===== config.mk =====
export PLATFORM = sky130hd
export DESIGN_NAME = decimate_var_flat
export DESIGN_NICKNAME = d
export VERILOG_FILES = /design/src/rtl/decimate_var_if.sv /design/src/rtl/decimate_var.sv /design/src/flat_wrapper.sv
export SDC_FILE = /design/constraint.sdc
export NUM_CORES = 1
export LEC_CHECK = 0
export ABC_AREA = 1
export ABC_CLOCK_PERIOD_IN_PS = 3950
export CAP_MARGIN = 20
export CORE_MARGIN = 4
export CORE_UTILIZATION = 35
export DETAILED_ROUTE_END_ITERATION = 16
export GPL_TIMING_DRIVEN = 0
export PLACE_DENSITY_LB_ADDON = 0.12
export SYNTH_ARGS = -nofsm -noshare
export SYNTH_HDL_FRONTEND = slang
export SYNTH_SLANG_ARGS = --single-unit

===== constraint.sdc =====
create_clock -name clk -period 3.95 [get_ports clk]
set_input_delay 0.79 -clock clk [delete_from_list [all_inputs] [get_ports clk]]
set_output_delay 0.79 -clock clk [all_outputs]
set_load 0.01 [all_outputs]

===== src/rtl/decimate_var_if.sv =====
// Stream and configuration bundle for decimate_var.
// master = producer/consumer side, slave = the decimator.
interface decimate_var_if #(
    parameter int unsigned W    = 32,
    parameter int unsigned MMAX = 16,
    parameter int unsigned C    = 1,
    parameter int unsigned FW   = $clog2(MMAX + 1),
    parameter int unsigned OW   = W + $clog2(MMAX),
    parameter int unsigned CW   = (C > 1) ? $clog2(C) : 1
);
    logic          cfg_stb;
    logic [FW-1:0] cfg_factor;
    logic          cfg_mode;
    logic [W-1:0]  s_dat;
    logic          s_stb;
    logic          s_ack;
    logic [OW-1:0] m_dat;
    logic [CW-1:0] m_chn;
    logic          m_stb;
    logic          m_ack;

    modport master (
        output cfg_stb, cfg_factor, cfg_mode, s_dat, s_stb, m_ack,
        input  s_ack, m_dat, m_chn, m_stb
    );

    modport slave (
        input  cfg_stb, cfg_factor, cfg_mode, s_dat, s_stb, m_ack,
        output s_ack, m_dat, m_chn, m_stb
    );
endinterface


===== src/rtl/decimate_var.sv =====
// Multi-channel stream decimator with runtime factor (pick-last or window sum).
// DECIMATE_VAR_SUM_EN builds sum mode and the per-channel accumulators.
module decimate_var #(
    parameter int unsigned W    = 32,
    parameter int unsigned M    = 4,
    parameter int unsigned MMAX = 16,
    parameter int unsigned C    = 1,
    localparam int unsigned FW  = $clog2(MMAX + 1),
    localparam int unsigned OW  = W + $clog2(MMAX),
    localparam int unsigned CW  = (C > 1) ? $clog2(C) : 1
) (
    input  logic          clk,
    input  logic          rst,
    decimate_var_if.slave bus
);

    function automatic logic [FW-1:0] clamp_factor(input logic [FW-1:0] f);
        if (f == '0) return FW'(1);
        if (f > FW'(MMAX)) return FW'(MMAX);
        return f;
    endfunction

    logic [CW-1:0] chan_q;
    logic [FW-1:0] phase_q;
    logic [FW-1:0] factor_q;
    logic [FW-1:0] sh_factor_q;
    logic [FW-1:0] sh_factor_d;
    logic          m_stb_q;
    logic [OW-1:0] m_dat_q;
    logic [CW-1:0] m_chn_q;

    logic          s_ack;
    logic          accept;
    logic          chan_last;
    logic          last_phase;
    logic          frame_end;
    logic          idle;
    logic [OW-1:0] out_dat;

`ifdef DECIMATE_VAR_SUM_EN
    logic          mode_q;
    logic          sh_mode_q;
    logic          sh_mode_d;
    logic [OW-1:0] acc_q [C];
    logic [OW-1:0] sum_w;
`else
    logic          unused_cfg_mode;
    assign unused_cfg_mode = bus.cfg_mode;
`endif

    assign s_ack     = !m_stb_q || bus.m_ack;
    assign bus.s_ack = s_ack;
    assign bus.m_stb = m_stb_q;
    assign bus.m_dat = m_dat_q;
    assign bus.m_chn = m_chn_q;

    always_comb begin
        accept      = bus.s_stb && s_ack;
        chan_last   = (chan_q == CW'(C - 1));
        last_phase  = (phase_q == factor_q - FW'(1));
        frame_end   = accept && last_phase && chan_last;
        idle        = !accept && (chan_q == '0) && (phase_q == '0);
        // Forwarding the shadow lets a write coincident with a boundary take effect there.
        sh_factor_d = bus.cfg_stb ? clamp_factor(bus.cfg_factor) : sh_factor_q;
`ifdef DECIMATE_VAR_SUM_EN
        sh_mode_d   = bus.cfg_stb ? bus.cfg_mode : sh_mode_q;
        sum_w       = ((phase_q == '0) ? '0 : acc_q[chan_q]) + OW'(bus.s_dat);
        out_dat     = mode_q ? sum_w : OW'(bus.s_dat);
`else
        out_dat     = OW'(bus.s_dat);
`endif
    end

    always_ff @(posedge clk) begin
        if (rst) begin
            chan_q      <= '0;
            phase_q     <= '0;
            factor_q    <= FW'(M);
            sh_factor_q <= FW'(M);
            m_stb_q     <= 1'b0;
            m_dat_q     <= '0;
            m_chn_q     <= '0;
`ifdef DECIMATE_VAR_SUM_EN
            mode_q      <= 1'b0;
            sh_mode_q   <= 1'b0;
            for (int unsigned i = 0; i < C; i++) acc_q[i] <= '0;
`endif
        end else begin
            sh_factor_q <= sh_factor_d;
`ifdef DECIMATE_VAR_SUM_EN
            sh_mode_q   <= sh_mode_d;
            if (frame_end || idle) mode_q <= sh_mode_d;
            if (accept && mode_q) acc_q[chan_q] <= sum_w;
`endif
            if (frame_end || idle) factor_q <= sh_factor_d;

            if (accept) begin
                chan_q <= chan_last ? '0 : chan_q + CW'(1);
                if (chan_last) phase_q <= last_phase ? '0 : phase_q + FW'(1);
            end

            if (accept && last_phase) begin
                m_stb_q <= 1'b1;
                m_dat_q <= out_dat;
                m_chn_q <= chan_q;
            end else if (bus.m_ack) begin
                m_stb_q <= 1'b0;
            end
        end
    end

endmodule


===== src/flat_wrapper.sv =====
// flat-port wrapper written by rule: the top's interface ports become plain ports
module decimate_var_flat 
#(
    parameter int unsigned W    = 32,
    parameter int unsigned M    = 4,
    parameter int unsigned MMAX = 16,
    parameter int unsigned C    = 1,
    localparam int unsigned FW  = $clog2(MMAX + 1),
    localparam int unsigned OW  = W + $clog2(MMAX),
    localparam int unsigned CW  = (C > 1) ? $clog2(C) : 1
)
  (clk, rst, bus_cfg_stb, bus_cfg_factor, bus_cfg_mode, bus_s_dat, bus_s_stb, bus_m_ack, bus_s_ack, bus_m_dat, bus_m_chn, bus_m_stb);
  decimate_var_if #(.W(W), .MMAX(MMAX), .C(C)) bus_i ();
  input  logic clk;
  input  logic rst;
  input wire logic [$bits(bus_i.cfg_stb)-1:0] bus_cfg_stb;
  input wire logic [$bits(bus_i.cfg_factor)-1:0] bus_cfg_factor;
  input wire logic [$bits(bus_i.cfg_mode)-1:0] bus_cfg_mode;
  input wire logic [$bits(bus_i.s_dat)-1:0] bus_s_dat;
  input wire logic [$bits(bus_i.s_stb)-1:0] bus_s_stb;
  input wire logic [$bits(bus_i.m_ack)-1:0] bus_m_ack;
  output wire logic [$bits(bus_i.s_ack)-1:0] bus_s_ack;
  output wire logic [$bits(bus_i.m_dat)-1:0] bus_m_dat;
  output wire logic [$bits(bus_i.m_chn)-1:0] bus_m_chn;
  output wire logic [$bits(bus_i.m_stb)-1:0] bus_m_stb;
  assign bus_i.cfg_stb = bus_cfg_stb;
  assign bus_i.cfg_factor = bus_cfg_factor;
  assign bus_i.cfg_mode = bus_cfg_mode;
  assign bus_i.s_dat = bus_s_dat;
  assign bus_i.s_stb = bus_s_stb;
  assign bus_i.m_ack = bus_m_ack;
  assign bus_s_ack = bus_i.s_ack;
  assign bus_m_dat = bus_i.m_dat;
  assign bus_m_chn = bus_i.m_chn;
  assign bus_m_stb = bus_i.m_stb;
  decimate_var #(.W(W), .M(M), .MMAX(MMAX), .C(C)) u_core (.clk(clk), .rst(rst), .bus(bus_i));
endmodule

Figure 1. Routed clock nets over the placement (run 1).
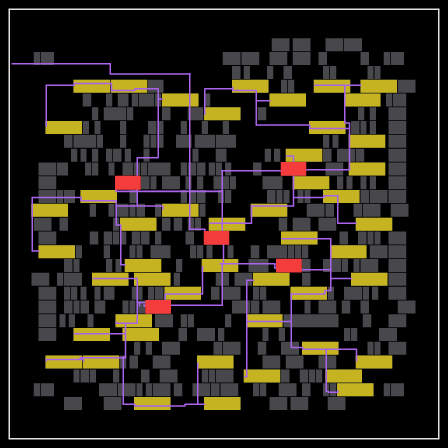
[yellow] flip-flops | count: 48
[purple] clock wires | length: 626 um
[red] clock drivers | count: 5
routed clock nets: 6
Fin Clk Skew: 5.78 ps
clk latency late pin: 300 ps

Figure 2. Metal layers overlaid (run 1).
Scale bar: 20 um.
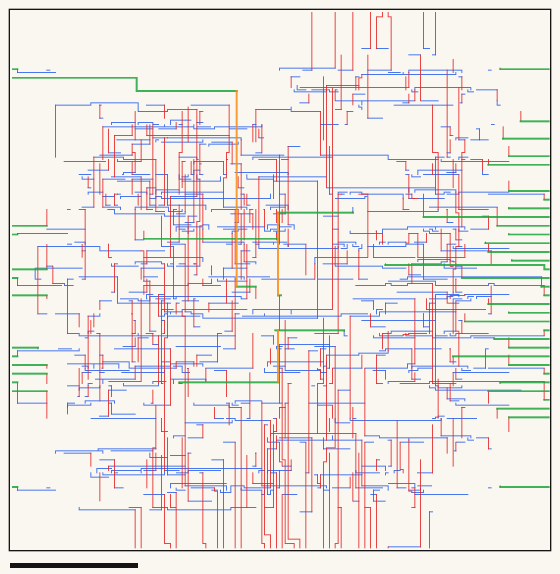
[blue] metal 1 | wire length: 2310 um
[red] metal 2 | wire length: 2090 um
[orange] metal 4 | wire length: 51.7 um
[green] metal 3 | wire length: 392 um
vias after detailed routing: 1930
Post-Route WL: 4840 um
Total Routing Usage GR: 0.142
routed len/inst: 11.0 um

Figure 3. Routing congestion (run 1).
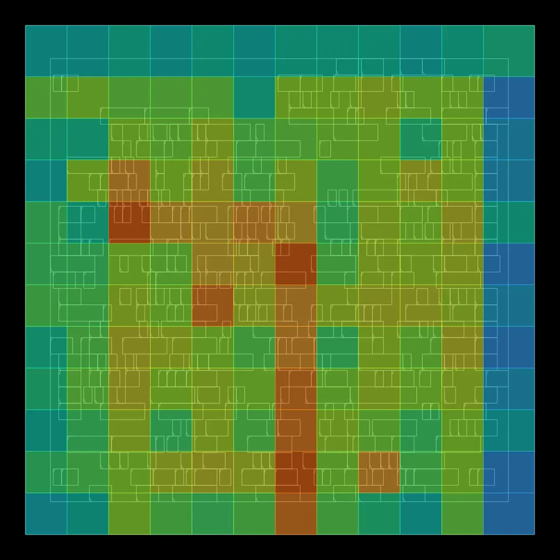
met2 usage: 0.232
M1 GR Usage: 0.180
Final Util: 0.540
met3 Usage GRT: 0.0471

Figure 4. Selected gate families (run 1).
Scale bar: 20 um.
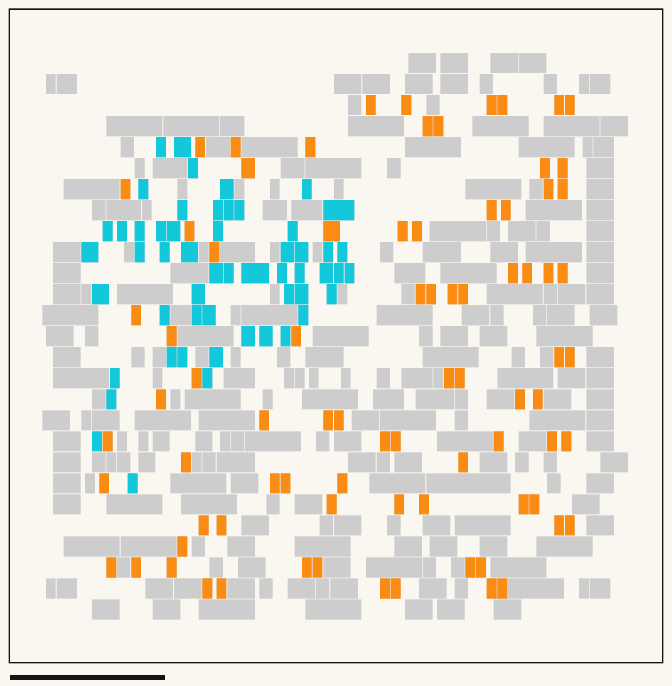
[cyan] NAND gates | cells: 54
[orange] NOR gates | cells: 81
most frequent logic cell in the layout: nor2_1
fin cells: 439
fraction of area in multi-input gates: 0.291

==> results.json, run 1 <==
{
  "critPathKind": "in2out",
  "drc_errors": 0,
  "path_buffers": 3,
  "stdcell_area_sq_um": 3010,
  "comb_power_share": 0.193,
  "top_area_cell": "dfxtp_1",
  "die_h_um": 84.4,
  "finalWeightedCongestion": 0.822,
  "required_ps": 3160,
  "dpl-instance-area_sq_um": 2900,
  "nets": 412,
  "power.density_nw_per_um2": 361,
  "slowest_stage": "clkdlybuf4s50_1",
  "clockPowerShare": 0.326,
  "postRouteAntennaNets": 0,
  "crit_fanout": 3,
  "die_w_um": 84.4,
  "tool_warnings": 28,
  "hold_buffers": 0,
  "endpoint": "bus_s_ack",
  "syn2layout_area_growth_pct": 47.4,
  "ys_types": 25,
  "place.port_buffers": 75,
  "overflow": 0,
  "grt_pass1_wl_um": 8340,
  "n_antenna_cell": 0,
  "wl_met3_um": 392,
  "postCtsSetupRepairBufs": 0,
  "cp.depth": 4,
  "hpwl_um": 3700,
  "min-delay-start": "u_core.sh_factor_q[0]",
  "cp-start-kind": "input pin",
  "p_total_mw": 1.09,
  "ys_cells": 280,
  "fin_setup_tns_ps": 0,
  "leakagePower_nw": 1.25,
  "ys_seq_elements": 48,
  "timing.rr.end": "u_core.bus.m_dat[21]",
  "whs_path_depth": 2,
  "crit_family": "buffers and inverters",
  "cts.clk_slew.worst_paths_ps": 90,
  "synthCells": 280,
  "yosys_warnings": 0,
  "startpoint": "bus_m_ack",
  "status": "complete, no violations",
  "critPathArrivalTime_ps": 1890,
  "r2r-start": "u_core.factor_q[0]",
  "die_area_sq_um": 7120,
  "dr.first_iter.drc_count": 71,
  "setup_viol": 0,
  "cap_violations": 0
}
run 1: worst min-delay path: stages, from the launching register on:
cell	delay (ps)
dfxtp_1	310
nand2_1	70
a21oi_1	60
run 1: synthesized netlist by cell type:
master and instances:
clkinv_2 1, inv_1 24, nand2_2 2, a21oi_1 7, xor2_1 3, o22ai_1 2, nand4_1 2, inv_2 2
nand3_2 1, buf_6 5, nand3_1 12, clkbuf_2 2, o21ai_0 36, nor3_1 1, dfxtp_1 48, or2_2 1
conb_1 1, nand2_4 1, clkbuf_1 4, ha_1 3, buf_4 5, nand2_1 36, nor2_2 1, nor2_1 79
a21oi_2 1
run 1: cells by family (layout without fill, tap and decap cells):
logic type / count (synthesis) / in the layout / synth area share
compound gates: 46 / 46 / 0.116
xor+xnor: 3 / 3 / 0.0129
fa+ha+maj: 3 / 3 / 0.0184
buf+inv: 43 / 126 / 0.108
flops: 48 / 48 / 0.471
other cells: 1 / 5 / 0.00184
simple gates: 136 / 136 / 0.272
run 1: metrics by stage:
step / setup WS [ps] / hold WS, ps
floorplan: 2120 / 445
global placement: 1270 / 461
detailed placement: 1270 / 470
CTS: 1260 / 483
global route: 1230 / 501
finish: 1270 / 474
run 1: layout make-up:
cell class	instances	area, sq um
well taps	72	90.1
multi-input cells	193	875
plain buffers	16	119
repair buffers	75	751
inverters	27	103
fillers	571	2560
flip-flops and latches	48	961
clock buffers	5	68.8
clock inverters	3	42.5
run 1: metal layers:
metal / global-route usage / vias to the layer above
met1: 0.180 / 834
met2: 0.232 / 53
met4: 0.0388 / 0
met3: 0.0471 / 7
met5: 0 / -
li1: - / 1036
run 1: state kept, by name (all words and copies together), names as in the netlist:
| register | cells |
|---|---|
| u_core.bus.m_dat | 32 |
| u_core.factor_q | 5 |
| u_core.phase_q | 5 |
| u_core.sh_factor_q | 5 |
| u_core.bus.m_stb | 1 |
run 1: power by group through the flow:
stage / registers (mW) / logic [mW] / clock network, mW
after detailed placement: 0.535 / 0.211 / 0
after global routing: 0.527 / 0.238 / 0.393
final: 0.523 / 0.210 / 0.355
after CTS: 0.524 / 0.212 / 0.369
after floorplan: 0.540 / 0.113 / 0
after global placement: 0.535 / 0.209 / 0
run 1: cell usage in the layout (no fill, tap or decap), types with 2 or more instances in the layout:
| cell type | n |
|---|---|
| xor2_1 | 3 |
| conb_1 | 5 |
| clkinv_2 | 2 |
| a21oi_1 | 7 |
| buf_4 | 5 |
| o22ai_1 | 2 |
| buf_6 | 5 |
| dfxtp_1 | 48 |
| ha_1 | 3 |
| clkdlybuf4s50_1 | 75 |
| nand4_1 | 2 |
| clkbuf_2 | 2 |
| clkbuf_1 | 4 |
| nand2_1 | 36 |
| inv_1 | 24 |
| nand2_2 | 2 |
| clkbuf_8 | 5 |
| inv_2 | 2 |
| o21ai_0 | 36 |
| nor2_1 | 79 |
| nand3_1 | 12 |
## Run 2: what changed since run 1
--- a/config.mk
+++ b/config.mk
@@ -6,7 +6,7 @@
 export NUM_CORES = 1
 export LEC_CHECK = 0
 export ABC_AREA = 1
-export ABC_CLOCK_PERIOD_IN_PS = 3950
+export ABC_CLOCK_PERIOD_IN_PS = 2300
 export CAP_MARGIN = 20
 export CORE_MARGIN = 4
 export CORE_UTILIZATION = 35
==> constraint.sdc (replaced) <==
create_clock -name clk -period 2.3 [get_ports clk]
set_input_delay 0.46 -clock clk [delete_from_list [all_inputs] [get_ports clk]]
set_output_delay 0.46 -clock clk [all_outputs]
set_load 0.01 [all_outputs]
Figure 5. Routed clock nets over the placement (run 2).
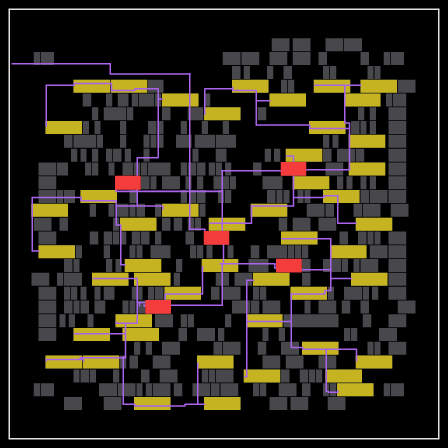
[yellow] flip-flops | count: 48
[red] clock drivers | count: 5
[purple] clock wires | length: 626 um
routed clock nets: 6
flops lie: spread over the die

Figure 6. Cell area per tile (run 2).
The die is cut into 8 by 8 equal tiles; dark blue is low, red is high, 0 to 100% covered.
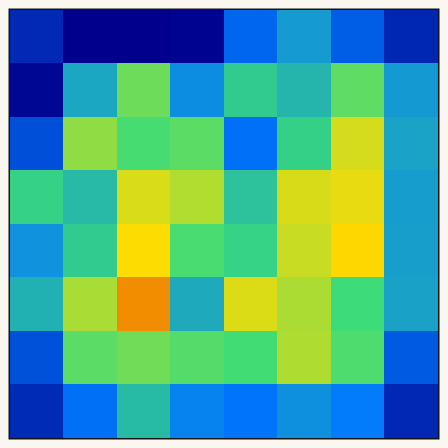
mean over tiles: 41%
emptiest ninth of the die: north-west
fullest tile: 84%
tiles over 75% full: 3.1%
nearly empty tiles: 6.2%
CORE AREA: 5570 sq um
fp_density: 0.366

Figure 7. Selected gate families (run 2).
Scale bar: 20 um.
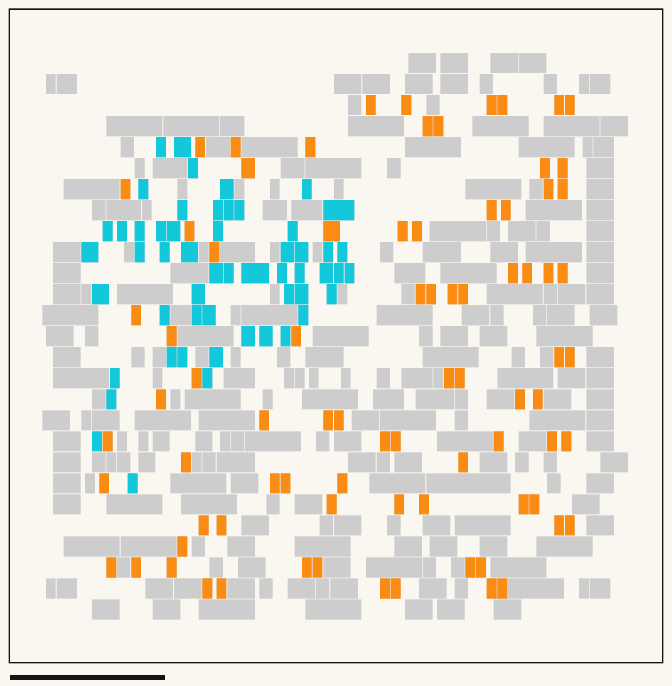
[orange] NOR gates | cells: 81
[cyan] NAND gates | cells: 54

==> run 2 against run 1 <==
Against the previous run: flip-flop count stayed put; cell count stayed put; highest routed layer unchanged; global-route usage stayed put; largest power group unchanged; critical endpoint unchanged; synthesized area stayed put; register-to-register slack worse by 1700 ps; critical path depth stayed put.
==> results.json, run 2 <==
{
  "synthCells": 280,
  "hold_ws_ps": 474,
  "critPathArrivalTime_ps": 1560,
  "routed_wl_um": 4840,
  "drc_errors": 0,
  "hold_viol_final": 0,
  "hpwl_um": 3700,
  "cts.clk_slew.worst_paths_ps": 90,
  "yosysMostFrequentCell": "nor2_1",
  "cp-start-kind": "input pin",
  "internal-power_mw": 1.39,
  "nets": 412,
  "yosys.area.top_type_share": 0.471,
  "post-place-ws_ps": 44.8,
  "p_switching_mw": 0.482,
  "rsz0062_at_grt": "no",
  "slowest_stage": "clkdlybuf4s50_1",
  "setup_viol": 0,
  "finalNonFillerCells": 439,
  "synth.cell_area_sq_um": 2040,
  "dr.first_iter.drc_count": 71,
  "grt_pass1_wl_um": 8340,
  "clk-insertion-delay-late_ps": 300,
  "max_stage_delay_ps": 540,
  "period_used_share": 0.878,
  "ys_seq_elements": 48,
  "worstPathCellList": "clkdlybuf4s50_1, inv_1, nand2_2, clkdlybuf4s50_1",
  "vdd_drop_max_uv": 340,
  "path_buffers": 3,
  "die_area_sq_um": 7120,
  "n_antenna_cell": 0,
  "die_h_um": 84.4,
  "end_kind": "output port",
  "clockPowerShare": 0.326,
  "cap_violations": 0,
  "fin_setup_tns_ps": 0,
  "finalWeightedCongestion": 0.822,
  "overflow": 0,
  "top_area_cell": "dfxtp_1",
  "dr.pass1.iters": 4,
  "fin_crit_ps": 2020,
  "worst_slack_ps": 280,
  "crit_family": "buffers and inverters",
  "ys_seq_share": 0.471,
  "critPathKind": "in2out",
  "slew_violations": 0,
  "wl_per_cell_um": 11.0,
  "ys_area_sq_um": 2040,
  "postCtsSetupRepairBufs": 0,
  "layout_top_cell": "nor2_1",
  "ys_cells": 280,
  "status": "complete, no violations",
  "cts_tree": "yes",
  "comb_power_share": 0.193,
  "async_flop_share": 0,
  "finClkSkew_ps": 5.78,
  "ys_types": 25,
  "yosys-top-cells-count": "nor2_1 (79), dfxtp_1 (48), nand2_1 (36), o21ai_0 (36), inv_1 (24)",
  "ioPinCount": 82,
  "power.density_nw_per_um2": 621,
  "edf_count": 0,
  "yosys_warnings": 0,
  "die_w_um": 84.4,
  "vias": 1930,
  "hold_buffers": 0,
  "postRouteAntennaNets": 0,
  "cpMostUsedCell": "clkdlybuf4s50_1",
  "layout_top_cells": "nor2_1 (79), clkdlybuf4s50_1 (75), dfxtp_1 (48)",
  "cts_resized": 0,
  "grt_pass1_vias": 1834,
  "place.port_buffers": 75,
  "track_usage": 0.142,
  "syn2layout_area_growth_pct": 47.4,
  "leakagePower_nw": 1.25,
  "final_util": 0.540,
  "largest_register_ffs": 32,
  "crit_fanout": 3,
  "grt_max_degree": 16,
  "tool_warnings": 28,
  "drive_gt1_frac": 0.0817,
  "synth_top_flop_cell": "dfxtp_1",
  "required_ps": 1840
}
-- run 2: cell counts after synthesis --
No cell type changed its count.
-- run 2: layer usage --
| metal | routed length, um | track usage | part of all wire |
|---|---|---|---|
| met4 | 51 | 0.0388 | 0.011 |
| met2 | 2090 | 0.232 | 0.43 |
| met5 | 0 | 0 | 0 |
| met3 | 392 | 0.0471 | 0.081 |
| met1 | 2310 | 0.180 | 0.48 |
-- run 2: worst reg2reg max path: cells and delay by family, from the launching register on --
kind	cells	cell delay (ps)
AND-OR/OR-AND	1	200
flip-flops	1	360
buffers and inverters	3	350
AND/OR/NAND/NOR	6	540
adder cells (fa/ha/maj)	1	320
-- run 2: power by group through the flow --
stage | Combinational, mW | Clock (mW) | Sequential, mW
2_1_floorplan | 0.194 | 0 | 0.927
3_3_place_gp | 0.359 | 0 | 0.918
3_5_place_dp | 0.362 | 0 | 0.919
4_1_cts | 0.364 | 0.634 | 0.900
5_1_grt | 0.409 | 0.675 | 0.906
6_report | 0.360 | 0.609 | 0.899
-- run 2: path summary, 6_finish.rpt --
| kind | start | to | slack [ps] | cells after the start |
|---|---|---|---|---|
| setup / recovery | bus_m_ack | bus_s_ack | 280 | 4 |
| hold / removal | u_core.sh_factor_q[0] | u_core.sh_factor_q[0] | 470 | 2 |
| setup reg to reg | u_core.factor_q[0] | u_core.bus.m_dat[21] | 430 | 11 |
| hold reg to reg | u_core.sh_factor_q[0] | u_core.sh_factor_q[0] | 470 | 2 |
-- run 2: final cells by class --
type | instances | area (sq um)
fillers | 571 | 2560
flip-flops and latches | 48 | 961
multi-input cells | 193 | 875
repair buffers | 75 | 751
plain buffers | 16 | 119
inverters | 27 | 103
well taps | 72 | 90.1
clock buffers | 5 | 68.8
clock inverters | 3 | 42.5
-- run 2: cells by family after synthesis --
logic type / after synthesis / share of synthesized area
AOI/OAI and AO/OA: 46 / 0.116
xor gates and xnor gates: 3 / 0.0129
adders and majority gates: 3 / 0.0184
buffers and inverters: 43 / 0.108
DFF: 48 / 0.471
other: 1 / 0.00184
and+or+nand+nor: 136 / 0.272
-- run 2: stage by stage --
step	area, sq um	total power, mW
global route	3010	1.99
floorplan	2060	1.12
detailed placement	2900	1.28
global placement	2900	1.28
CTS	3010	1.90
finish	3010	1.87
Power and IR drop assume default switching activity.
